<file path="config.mk">
export PLATFORM = sky130hd
export DESIGN_NAME = pp_accumulate16
export DESIGN_NICKNAME = d
export VERILOG_FILES = /design/src/rtl/pp_accumulate16.sv
export SDC_FILE = /design/constraint.sdc
export NUM_CORES = 1
export LEC_CHECK = 0
export CAP_MARGIN = 10
export CORE_AREA = 2 2 220 222
export DETAILED_ROUTE_END_ITERATION = 10
export DIE_AREA = 0 0 222 224
export DONT_BUFFER_PORTS = 1
export PLACE_DENSITY = 0.39
export REMOVE_ABC_BUFFERS = 1
export SYNTH_ARGS = -nofsm -noshare
export SYNTH_HDL_FRONTEND = slang
export SYNTH_SLANG_ARGS = --single-unit
</file>
<file path="constraint.sdc">
create_clock -name i_clk -period 8.15 [get_ports i_clk]
set_input_delay 1.63 -clock i_clk [delete_from_list [all_inputs] [get_ports i_clk]]
set_output_delay 1.63 -clock i_clk [all_outputs]
set_load 0.02 [all_outputs]
</file>
<file path="src/rtl/pp_accumulate16.sv">
// pp_accumulate16: sequential shift-and-add accumulator forming P = A * B from
// the sixteen shifted multiplicand copies, retiring BITS_PER_CYCLE multiplier
// bits per RUN cycle.
// Ports:
//   i_clk            rising-edge clock
//   i_rst_n          asynchronous active-low reset
//   i_start          request a new multiplication (accepted in IDLE or FIN)
//   i_b[15:0]        multiplier, latched on an accepted start
//   i_s0..i_sf[31:0] shifted multiplicand copies, i_sN = A << N
//   o_p[31:0]        product, held until the next result
//   o_busy           high while in RUN
//   o_done           one-cycle pulse, o_p valid while high
module pp_accumulate16 #(
    parameter int BITS_PER_CYCLE = 1
) (
    input  logic        i_clk,
    input  logic        i_rst_n,
    input  logic        i_start,
    input  logic [15:0] i_b,
    input  logic [31:0] i_s0,
    input  logic [31:0] i_s1,
    input  logic [31:0] i_s2,
    input  logic [31:0] i_s3,
    input  logic [31:0] i_s4,
    input  logic [31:0] i_s5,
    input  logic [31:0] i_s6,
    input  logic [31:0] i_s7,
    input  logic [31:0] i_s8,
    input  logic [31:0] i_s9,
    input  logic [31:0] i_sa,
    input  logic [31:0] i_sb,
    input  logic [31:0] i_sc,
    input  logic [31:0] i_sd,
    input  logic [31:0] i_se,
    input  logic [31:0] i_sf,
    output logic [31:0] o_p,
    output logic        o_busy,
    output logic        o_done
);
    localparam int K = BITS_PER_CYCLE;
    localparam logic [1:0] IDLE = 2'd0;
    localparam logic [1:0] RUN  = 2'd1;
    localparam logic [1:0] FIN  = 2'd2;
    // Index advance and the index of the final step; idx never wraps because
    // K divides 16, so the K=16 step value of zero is never used.
    localparam logic [3:0] STEP = 4'(K);
    localparam logic [3:0] LAST = 4'(16 - K);

    if (!(K == 1 || K == 2 || K == 4 || K == 8 || K == 16)) begin : g_bad_k
        $error("pp_accumulate16: BITS_PER_CYCLE must be 1, 2, 4, 8 or 16");
    end

    logic [1:0]  r_state;
    logic [15:0] r_breg;
    logic [3:0]  r_idx;
    logic [31:0] r_acc;
    logic [31:0] r_p;
    logic [31:0] w_s [16];
    logic [31:0] w_sum;

    assign w_s = '{i_s0, i_s1, i_s2, i_s3, i_s4, i_s5, i_s6, i_s7,
                   i_s8, i_s9, i_sa, i_sb, i_sc, i_sd, i_se, i_sf};

    // Sum of the selected shifted copies for the K bits retired this cycle.
    always_comb begin
        w_sum = '0;
        for (int j = 0; j < K; j++)
            w_sum = w_sum + (r_breg[r_idx + 4'(j)] ? w_s[r_idx + 4'(j)] : 32'd0);
    end

    always_ff @(posedge i_clk or negedge i_rst_n) begin
        if (!i_rst_n) begin
            r_state <= IDLE;
            r_breg  <= '0;
            r_idx   <= '0;
            r_acc   <= '0;
            r_p     <= '0;
        end else if (r_state == RUN) begin
            if (r_idx == LAST) begin
                r_p     <= r_acc + w_sum;
                r_state <= FIN;
            end else begin
                r_acc <= r_acc + w_sum;
                r_idx <= r_idx + STEP;
            end
        end else if (i_start) begin
            r_breg  <= i_b;
            r_acc   <= '0;
            r_idx   <= '0;
            r_state <= RUN;
        end else begin
            r_state <= IDLE;
        end
    end

    assign o_p    = r_p;
    assign o_busy = (r_state == RUN);
    assign o_done = (r_state == FIN);
endmodule

</file>
**Run 1: gate-type map**

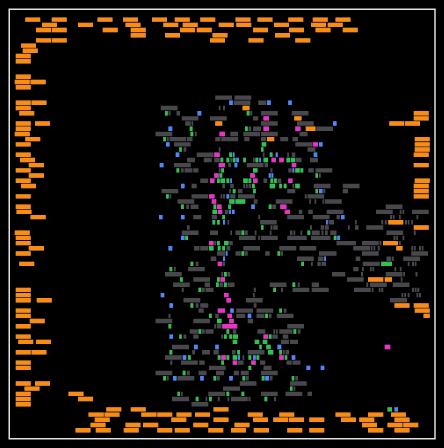
AND-OR and OR-AND gates -> magenta  # cells 36, most used a21o_1
NOR gates -> blue  # cells 56, most used nor2b_1
multiplexers -> orange  # cells 171, most used mux4_2, where all over the die
inverting AOI/OAI gates -> green  # cells 122, most used o21ai_0
fin cells: 1358
Comb area share: 65.66%
most frequent logic cell in the layout: mux4_2

**Run 1: PDN straps and rails**

Pins as bars on the die edge.
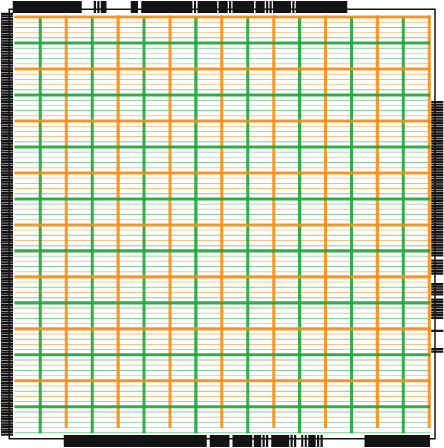
VDD -> orange
VSS -> green
signal pins = 565
rows = 80

==> results.ini, run 1 <==
[logic_synthesis]
enable_flop_cells = 0
async_flop_share_pct = 100.0
ys.flop_type = dfrtp_1
yosys_cells = 768
yosysChipArea_sq_mm = 0.008931
ys.flops = 86
syn_inst = 768
synth.distinct_cells = 54
netlist_area_sq_mm = 0.008931
seq_area_frac_synth_pct = 24.10
yosys_warnings = 0
syn_area_per_cell_sq_um = 11.63

[cts]
ctsHoldBuffers = 0
cts_buffer_depth = 2
clk_pin_slew_worst_paths_ns = 0.08
htree_levels = 3
cts_made_buffers = 9
cts_tree = done
root_buffer = clkbuf_16
post_cts_resized = 0
postCtsSetupRepairBufs = 0
cts.sinks = 86
clock_latency_ns = 0.36

[job]
maxCapViolCount = 0
warnings = 25

[worst_hold_path]
hold_class = flip-flop to flip-flop
hold_path_depth = 2
hold_start = r_breg[14]
hold-path-endpoint = r_breg[14]

[sta]
rsz0062_at_grt = no
tightest_slew_ns = 1.242
finalHoldWorstSlack_ns = 0.4775
clock.fmax_mhz = 190.3
maxSlewHeadroom_pct = 17.17
setup_violations = 0
maxSlewViolCount = 0
finalCritPeriodShare_pct = 64.47
final.setup.tns_ns = 0
hold_viol_final = 0
setup_ws_ns = 2.896
finalCriticalPeriod_ns = 5.255

[cells_and_area]
nets = 1287
drive_gt1_share_pct = 28.02
syn2layout_area_growth_pct = 10.14
lay_top_cells = mux4_2, nand2_1, dfrtp_1
fillers = 5146
fin_util_pct = 20.78
fin_area_sq_mm = 0.009837

[global_route]
first_global_vias = 7041
track_usage_pct = 13.19
overflow = 0
grt_first_pass_wirelength_um = 48340
grt_start_max_net_pins = 90
grt_antenna_before_repair = 24

[placed_design]
place_congestion = 0.9347
place_area_sq_mm = 0.009507
place_ws_ns = 2.736
io_buffer_count = 0
hpwl_um = 27770
dp_cells = 1327

[floorplan]
fp-utilization_pct = 18.86
die_h_um = 224
core_area_sq_mm = 0.04735
num_rows = 80
ios = 565
dieWidth_um = 222
chipArea_sq_mm = 0.04973

[critical_path]
reg2reg_from = r_idx[0]
setup.worst_path.class = flip-flop to flip-flop
cp.arrival_ns = 5.50
crit_path_top_delay_cell = dfrtp_4
path_cells = buf_12 > mux4_2 > mux2_2 > o21ai_4 > buf_4 > a211o_1 > inv_1 > ha_1 > a211oi_1 > o211ai_1 > a32oi_1 > o21ai_1 > a21oi_1 > o21ai_0 > xor2_1 > mux2_2
r2r-end = o_p[27]
cp-start-kind = flip-flop
r2r_setup_slack_ns = 2.90
worst_path_most_repeated_cell = mux2_2
cp_max_fo = 78
slowest_delay_ns = 0.61
crit_buf_inv = 3
cpLargestDelayFamily = AND-OR/OR-AND gates
cp-end-kind = flip-flop
required_ns = 8.40
reg2reg_depth = 16

[power]
p_total_mw = 5.454
p_per_area_mw_per_mm2 = 554.4
power.leakage_nw = 3.637
ir_drop_mv = 0.1760

[detailed_routing]
first_iter_violations = 347
routed_wl_um = 34240
drt.antenna.violating_nets = 0
wl_per_cell_um = 25.21
dr.pass1.iters = 4
vias = 6666
drc = 0
via_per_inst = 4.909

[run_status]
outcome = completed

**Run 1: clock wiring as the flow saved it**

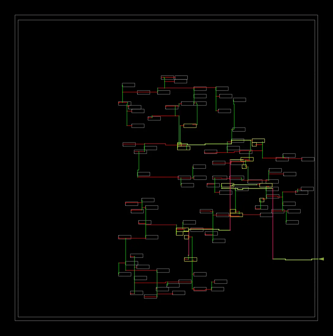
clk_buf instances: 10
worst clock skew: 0.01824 ns

[run 1: cell usage after synthesis (all sizes together) (2+ instances only)]
master  instances  area [sq um]
nand4           7         43.79
a22o            7         61.31
buf            29         158.9
ha             32         400.4
a21boi          2         15.01
nand3          28         140.1
o21bai          5         37.54
mux4          163          3671
o31ai           3         22.52
a21oi          37         188.9
and3            2         12.51
nor3            6         30.03
o21a            3         22.52
clkbuf         35         131.4
o211ai          3         22.52
a211oi          4         30.03
nor2b          34         212.7
mux2            6         71.31
dfrtp          86          2152
nor2           14         52.55
nand2b          8         50.05
xnor2          14         122.6
nand2         105         394.1
and2            4         25.02
o21ai          62         310.3
mux2i           2         20.02
nor4            2         12.51
xor2           16         140.1
a21o           20         150.1
inv            11         41.29
[run 1: per-layer routing]
metal,share of wire [%],vias to the layer above,global-route usage [%],wire length (um)
met2,50,363,22.65,17290
met4,2.6,6,4.555,884
met1,40,3281,16.05,13690
met3,6.8,50,3.371,2333
li1,-,2966,-,-
met5,0.11,-,0,38
[run 1: sequential cells by signal, summed over array words and instances (netlist names)]
register	flops
r_idx	4
r_breg	16
r_acc	32
o_p	32
r_state	2
[run 1: logic make-up after synthesis]
group | after synthesis | share of synthesized area [%]
AOI/OAI and AO/OA | 158 | 11.05
xor gates and xnor gates | 30 | 2.942
muxes | 171 | 42.13
DFF | 86 | 24.10
adders and majority gates | 33 | 4.707
buffers and inverters | 75 | 3.713
and+or+nand+nor | 215 | 11.36
[run 1: worst register-to-register path, delay by kind of cell, from the launching register on]
family                   cells  cell delay (ns)
AND-OR/OR-AND                8             1.99
buffers and inverters        3             0.88
flip-flops                   1             0.61
XOR/XNOR                     1             0.17
adder cells (fa/ha/maj)      1             0.29
multiplexers                 3             1.19
[run 1: where the power goes]
group | switching (mW) | leakage (nW) | internal [mW] | total [mW]
clock network | 0.206 | 0.142 | 0.221 | 0.427
registers | 0.395 | 1.03 | 0.670 | 1.06
logic | 2.08 | 2.47 | 1.88 | 3.96
total | 2.68 | 3.64 | 2.77 | 5.45
[run 1: worst max-delay path by stage]
stage,startpoint,end,slack (ns),cells past startpoint
after floorplan,r_idx[0],o_p[26],-1.31,12
after global placement,i_sf[0],o_p[26],2.80,14
after detailed placement,r_idx[0],o_p[27],2.74,16
after CTS,r_idx[0],o_p[27],2.71,16
after global routing,r_idx[0],o_p[27],2.47,16
final,r_idx[0],o_p[27],2.90,16
[run 1: cell type report]
cell class / instances / area [sq um] / share of cell area (%)
diodes: 15 / 37.54 / 0.3816
clock buffers: 10 / 239.0 / 2.429
clock inverters: 6 / 53.80 / 0.5469
inverters: 11 / 41.29 / 0.4197
multi-input cells: 607 / 6459 / 65.66
flip-flops and latches: 86 / 2165 / 22.00
well taps: 615 / 769.5 / 7.822
repair buffers: 8 / 72.57 / 0.7377
**Run 1: sequential cells colored by netlist name**

Other sequential cells in the stronger gray, the rest of the logic in the fainter gray.
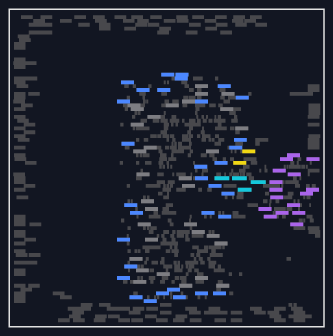

==> run 1 -> run 2 <==
- clock period: 8.15 -> 5 ns (I/O delays scaled with it)
**Run 2: sequential cells colored by netlist name**

Other sequential cells in the stronger gray, the rest of the logic in the fainter gray.
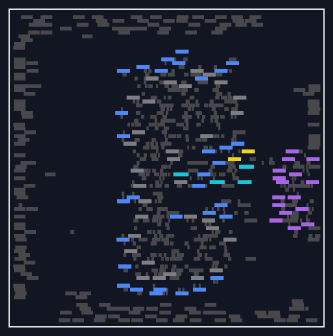
`r_state` -> yellow  # placed flops 2
`r_breg` -> purple  # placed flops 16, where right middle
`r_idx` -> cyan  # placed flops 4
`o_p` -> blue  # placed flops 32
not colored = 32

**Run 2: clock wiring as the flow saved it**

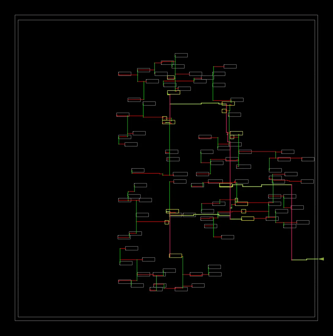
clk sinks: 86
number of sequential cells: 86
TritonCTS buffer count: 9
worst clock skew: 0.01067 ns
clk_lat worst skew: 0.36 ns

==> run 2 against run 1 <==
Hold slack worse by 0.14 ns. Routed wire length is 2.5% higher. Cell area is 1.7% higher. Sequential share of layout area is 0.36 points lower. Fmax is 13% higher. Sequential power is 56% higher. Via count is 0.90% higher.
==> results.ini, run 2 <==
[run_status]
outcome = completed

[sta]
maxSlewViolCount = 0
finalCriticalPeriod_ns = 4.651
hold_viol_final = 0
clock.fmax_mhz = 215.0
maxSlewHeadroom_pct = 33.20
rsz0062_at_grt = no
finalCritPeriodShare_pct = 93.02
tightest_slew_ns = 0.9984

[job]
maxCapViolCount = 0
warnings = 25

[placed_design]
place_area_sq_mm = 0.009679
io_buffer_count = 0
place_congestion = 0.9229
hpwl_um = 28700

[cells_and_area]
drive_gt1_share_pct = 29.42
syn2layout_area_growth_pct = 11.99
fin_util_pct = 21.13
layout_top_cell = mux4_2

[critical_path]
cp.arrival_ns = 4.90
required_ns = 5.25
crit_path_top_delay_cell = mux4_2
cp_max_fo = 45
cp-end-kind = flip-flop
cp-start-kind = flip-flop
crit_buf_inv = 3
setup.worst_path.class = flip-flop to flip-flop
path_cells = buf_12 > mux4_2 > mux2_2 > o21ai_4 > buf_4 > nor2b_1 > ha_1 > inv_1 > fa_1 > nor2b_1 > o2111ai_1 > a21oi_1 > o32a_4 > a21oi_2 > o21ai_0 > xor2_1 > mux2_2

[logic_synthesis]
yosysChipArea_sq_mm = 0.008931
ys.flop_type = dfrtp_1
netlist_area_sq_mm = 0.008931
most_common_cell = mux4_2
syn_area_per_cell_sq_um = 11.63
synth_top_area_share_pct = 41.10
seq_area_frac_synth_pct = 24.10
synthDominantAreaCellType = mux4_2
syn_inst = 768
ys.flops = 86
ys_top_cells_by_area = mux4_2, dfrtp_1, ha_1, nand2_1, o21ai_0
yosys_warnings = 0
enable_flop_cells = 0
synth.distinct_cells = 54

[detailed_routing]
via_per_inst = 4.917
wl_per_cell_um = 25.66
first_iter_violations = 368
drc = 0
vias = 6726
dr.pass1.iters = 4

[power]
power.leakage_nw = 3.726
p_per_area_mw_per_mm2 = 901.6

[floorplan]
chipArea_sq_mm = 0.04973
fp-utilization_pct = 18.86
core_area_sq_mm = 0.04735
ios = 565
die_h_um = 224

[worst_hold_path]
hold_class = primary input to async pin

[cts]
ctsHoldBuffers = 0
htree_levels = 3
post_cts_resized = 0
cts_buffer_depth = 2
postCtsSetupRepairBufs = 0
cts_tree = done
root_buffer = clkbuf_16

[global_route]
track_usage_pct = 13.68
overflow = 0
first_global_vias = 7280

==> run 2: cell counts after synthesis <==
Identical to the previous run, type by type.
==> run 2: path summary, 6_finish.rpt <==
| check | start | to | slack (ns) | cells past startpoint |
|---|---|---|---|---|
| setup / recovery | r_idx[0] | o_p[24] | 0.35 | 17 |
| hold / removal | i_rst_n | r_breg[0] | 0.33 | 0 |
| setup reg to reg | r_idx[0] | o_p[24] | 0.35 | 17 |
| hold reg to reg | r_breg[2] | r_breg[2] | 0.48 | 2 |
| max in group asynchronous | i_rst_n | r_acc[15] | 4.44 | 0 |
| min in group i_clk | r_breg[2] | r_breg[2] | 0.48 | 2 |
==> run 2: layer usage <==
layer,vias to the layer above,global-route usage (%),share of wire [%]
met4,10,5.144,2.6
li1,2986,-,-
met1,3348,16.34,40
met3,52,3.371,6.5
met2,330,23.76,51
met5,-,0,0.18
==> run 2: final cells by class <==
type,count,area [sq um]
fillers,5150,37340
clock inverters,6,46.29
inverters,11,41.29
diodes,12,30.03
well taps,615,769.5
multi-input cells,607,6466
clock buffers,10,239.0
repair buffers,21,245.2
flip-flops and latches,86,2165
==> run 2: through the flow <==
stage / hold WS [ns] / TNS (ns) / worst slack, ns / cells / power, mW
3_5_place_dp: 0.4618 / 0 / 0.1575 / 1340 / 8.492
5_1_grt: 0.3127 / 0 / 0.02674 / 1367 / 9.890
3_3_place_gp: 0.4565 / 0 / 0.2596 / 1340 / 8.433
4_1_cts: 0.3202 / 0 / 0.2185 / 1356 / 9.212
2_1_floorplan: 0.4403 / -261.48 / -4.457 / 704 / 6.901
6_report: 0.3333 / 0 / 0.3491 / 1368 / 9.018
==> run 2: power by group <==
part | leakage [nW] | switching [mW] | internal (mW) | total [mW]
registers | 1.03 | 0.557 | 1.09 | 1.65
clock network | 0.135 | 0.332 | 0.354 | 0.686
logic | 2.56 | 3.50 | 3.18 | 6.68
total | 3.73 | 4.39 | 4.63 | 9.02
==> run 2: logic make-up after synthesis <==
group | Yosys count | share of synthesized area (%)
AOI/OAI and AO/OA | 158 | 11.05
xor gates and xnor gates | 30 | 2.942
adders and majority gates | 33 | 4.707
buffers and inverters | 75 | 3.713
DFF | 86 | 24.10
muxes | 171 | 42.13
and+or+nand+nor | 215 | 11.36
**Run 2: placed cells, one color a class**

Bar = 50 um. Fill, decap, tap and diode cells in gray.
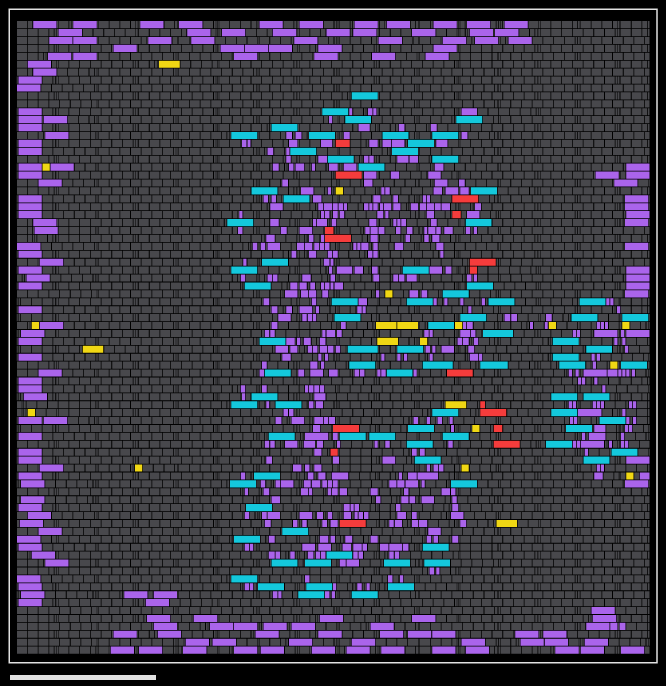

==> run 2 -> run 3 <==
- CTS_BUF_LIST: unset -> sky130_fd_sc_hd__clkbuf_8
**Run 3: placed cells, one color a class**

Bar = 50 um. Fill, decap, tap and diode cells in gray.
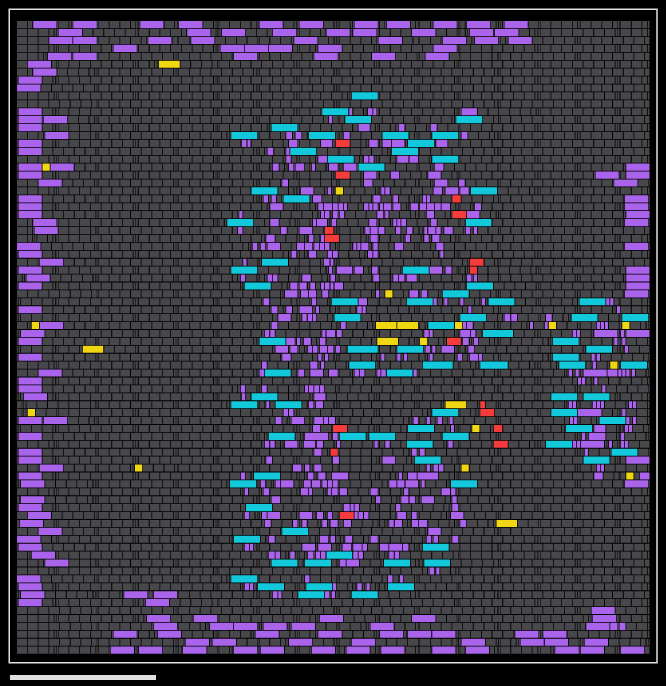
flops -> cyan  # cells 86
other buffers and delay cells -> yellow  # cells 21
combinational and other logic -> purple  # cells 618
clock drivers and dummy loads -> red  # cells 16
final core occ: 20.91%
Seq/total area: 21.86%
Finished Cell Area: 0.009901 sq mm
row count: 80
core area: 0.04735 sq mm

==> run 3 against run 2 <==
Hold slack got worse by 0.037 ns. Global-route usage hardly changed. Synthesized area unchanged. Final cell count did not move. Critical path type unchanged.
==> results.ini, run 3 <==
[global_route]
grt_antenna_before_repair = 27
grt_start_max_net_pins = 87
overflow = 0
track_usage_pct = 13.67
grt_first_pass_wirelength_um = 49910
first_global_vias = 7293

[detailed_routing]
first_iter_violations = 372
drc = 0
wl_per_cell_um = 25.68
routed_wl_um = 35140
vias = 6734
drt.antenna.violating_nets = 0
dr.pass1.iters = 4
via_per_inst = 4.923

[critical_path]
crit_path_top_delay_cell = mux4_2
reg2reg_from = r_idx[0]
cp-startpoint = r_idx[0]
setup.worst_path.class = flip-flop to flip-flop
cp.arrival_ns = 4.94
cp_max_fo = 45
worst_path_most_repeated_cell = nor2b_1
slowest_delay_ns = 0.54
cp-end-kind = flip-flop
cp-start-kind = flip-flop
required_ns = 5.27
crit_buf_inv = 3
cpLargestDelayFamily = AND-OR/OR-AND gates
path_cells = buf_12 > mux4_2 > mux2_2 > o21ai_4 > buf_4 > nor2b_1 > ha_1 > inv_1 > fa_1 > nor2b_1 > o2111ai_1 > a21oi_1 > o32a_4 > a221oi_2 > nor2_1 > xor2_1 > mux2_4

[power]
p_seq_share_pct = 18.7
comb_power_share_pct = 75.6
ir_drop_mv = 0.2670
p_per_area_mw_per_mm2 = 893.0
pwr-share-clk_pct = 5.7
p_int_mw = 4.472
p_switching_mw = 4.370
power.leakage_nw = 3.680
netSwitchingFraction_pct = 49.42
p_total_mw = 8.842

[worst_hold_path]
hold_class = primary input to async pin

[cts]
cts_buffer_depth = 2
cts_tree = done
post_cts_resized = 0
cts.sinks = 86
clk_pin_slew_worst_paths_ns = 0.10
htree_levels = 3
cts_made_buffers = 9
postCtsSetupRepairBufs = 0
ctsHoldBuffers = 0
root_buffer = clkbuf_8
clock_latency_ns = 0.39

[sta]
maxSlewHeadroom_pct = 33.31
maxSlewViolCount = 0
hold_viol_final = 0
clock_skew_ns = 0.01750
finalCriticalPeriod_ns = 4.672
final.setup.tns_ns = 0
finalCritPeriodShare_pct = 93.45
tightest_slew_ns = 0.9967
rsz0062_at_grt = no
setup_violations = 0
clock.fmax_mhz = 214.0

[logic_synthesis]
netlist_area_sq_mm = 0.008931
simple_gate_area_share_pct = 11.36
enable_flop_cells = 0
synthTopLogicFamily = multiplexers
seq_area_frac_synth_pct = 24.10
synthDominantAreaCellType = mux4_2
ys_sh_adder_pct = 4.707
ys.flops = 86
yosys_warnings = 0
ys.flop_type = dfrtp_1
yosys_cells = 768
ys_top_cells_by_count = mux4_2, nand2_1, dfrtp_1
synth.area.mux_share_pct = 42.13
yosysChipArea_sq_mm = 0.008931
xor_area_share_pct = 2.942
async_flop_share_pct = 100.0
syn_inst = 768
synth.distinct_cells = 54
synth_top_area_share_pct = 41.10
aoi_share_pct = 11.05
ys_top_cells_by_area = mux4_2, dfrtp_1, ha_1, nand2_1, o21ai_0
most_common_cell = mux4_2
syn_area_per_cell_sq_um = 11.63

[cells_and_area]
syn2layout_area_growth_pct = 10.86
lay_top_cells = mux4_2, nand2_1, dfrtp_1
fillers = 5160
stdcell_count = 1368
drive_gt1_share_pct = 29.42
layout_top_cell = mux4_2
nets = 1300

[placed_design]
place_area_sq_mm = 0.009679
place_congestion = 0.9229
io_buffer_count = 0
hpwl_um = 28700
dp_cells = 1340

[floorplan]
chipArea_sq_mm = 0.04973
ios = 565
die_h_um = 224
dieWidth_um = 222
fp-utilization_pct = 18.86

[run_status]
outcome = completed

[job]
maxCapViolCount = 0
warnings = 25

**Run 3: sequential cells colored by netlist name**

Other sequential cells in the stronger gray, the rest of the logic in the fainter gray.
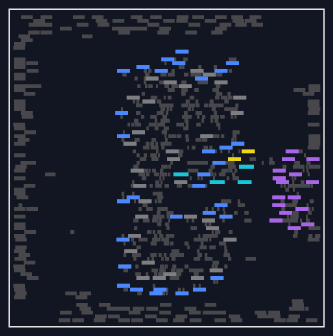
`r_state` -> yellow  # placed flops 2
`r_idx` -> cyan  # placed flops 4
`r_breg` -> purple  # placed flops 16, where right middle
`o_p` -> blue  # placed flops 32
not colored = 32

[run 3: per-stage QoR]
stage	hold slack, ns	setup WS, ns	utilization [%]
final	0.2964	0.3276	20.91
after CTS	0.2681	0.2146	20.83
after floorplan	0.4403	-4.457	-
after detailed placement	0.4618	0.1575	20.44
after global routing	0.2581	0.01676	20.91
after global placement	0.4565	0.2596	20.44
[run 3: cell families after synthesis]
family	after synthesis
flip-flops	86
multiplexers	171
XOR/XNOR	30
AND-OR/OR-AND	158
adder cells (fa/ha/maj)	33
buffers and inverters	75
AND/OR/NAND/NOR	215
[run 3: cell type report]
type	instances	area [sq um]	area share, %
Clock buffer	10	137.6	1.390
Tap cell	615	769.5	7.772
Sequential cell	86	2165	21.86
Timing Repair Buffer	21	245.2	2.477
Multi-Input combinational cell	607	6466	65.31
Inverter	11	41.29	0.4170
Clock inverter	6	46.29	0.4676
Antenna cell	12	30.03	0.3033
[run 3: metal layers]
| metal | GRT usage [%] | up-vias | routed length (um) | part of all wire [%] |
|---|---|---|---|---|
| met1 | 16.31 | 3360 | 13980 | 40 |
| met5 | 0 | - | 62 | 0.18 |
| met2 | 23.79 | 324 | 17860 | 51 |
| met3 | 3.371 | 54 | 2305 | 6.6 |
| li1 | - | 2986 | - | - |
| met4 | 5.078 | 10 | 930 | 2.6 |
[run 3: worst paths after layout]
path | endpoint | slack [ns] | cells after the start
worst max-delay path | o_p[26] | 0.33 | 17
worst min-delay path | r_breg[0] | 0.30 | 0
worst max register to register | o_p[26] | 0.33 | 17
worst min register to register | r_breg[2] | 0.48 | 2
max in group asynchronous | r_acc[15] | 4.50 | 0
min in group i_clk | r_breg[2] | 0.48 | 2
[run 3: power by group through the flow]
stage	clock (mW)	combinational, mW	sequential [mW]
2_1_floorplan	0	5.03	1.87
3_3_place_gp	0	6.75	1.69
3_5_place_dp	0	6.81	1.69
4_1_cts	0.528	6.83	1.67
5_1_grt	0.554	7.44	1.71
6_report	0.506	6.69	1.65
No activity file was given, so power comes from the tool's default toggle rates.
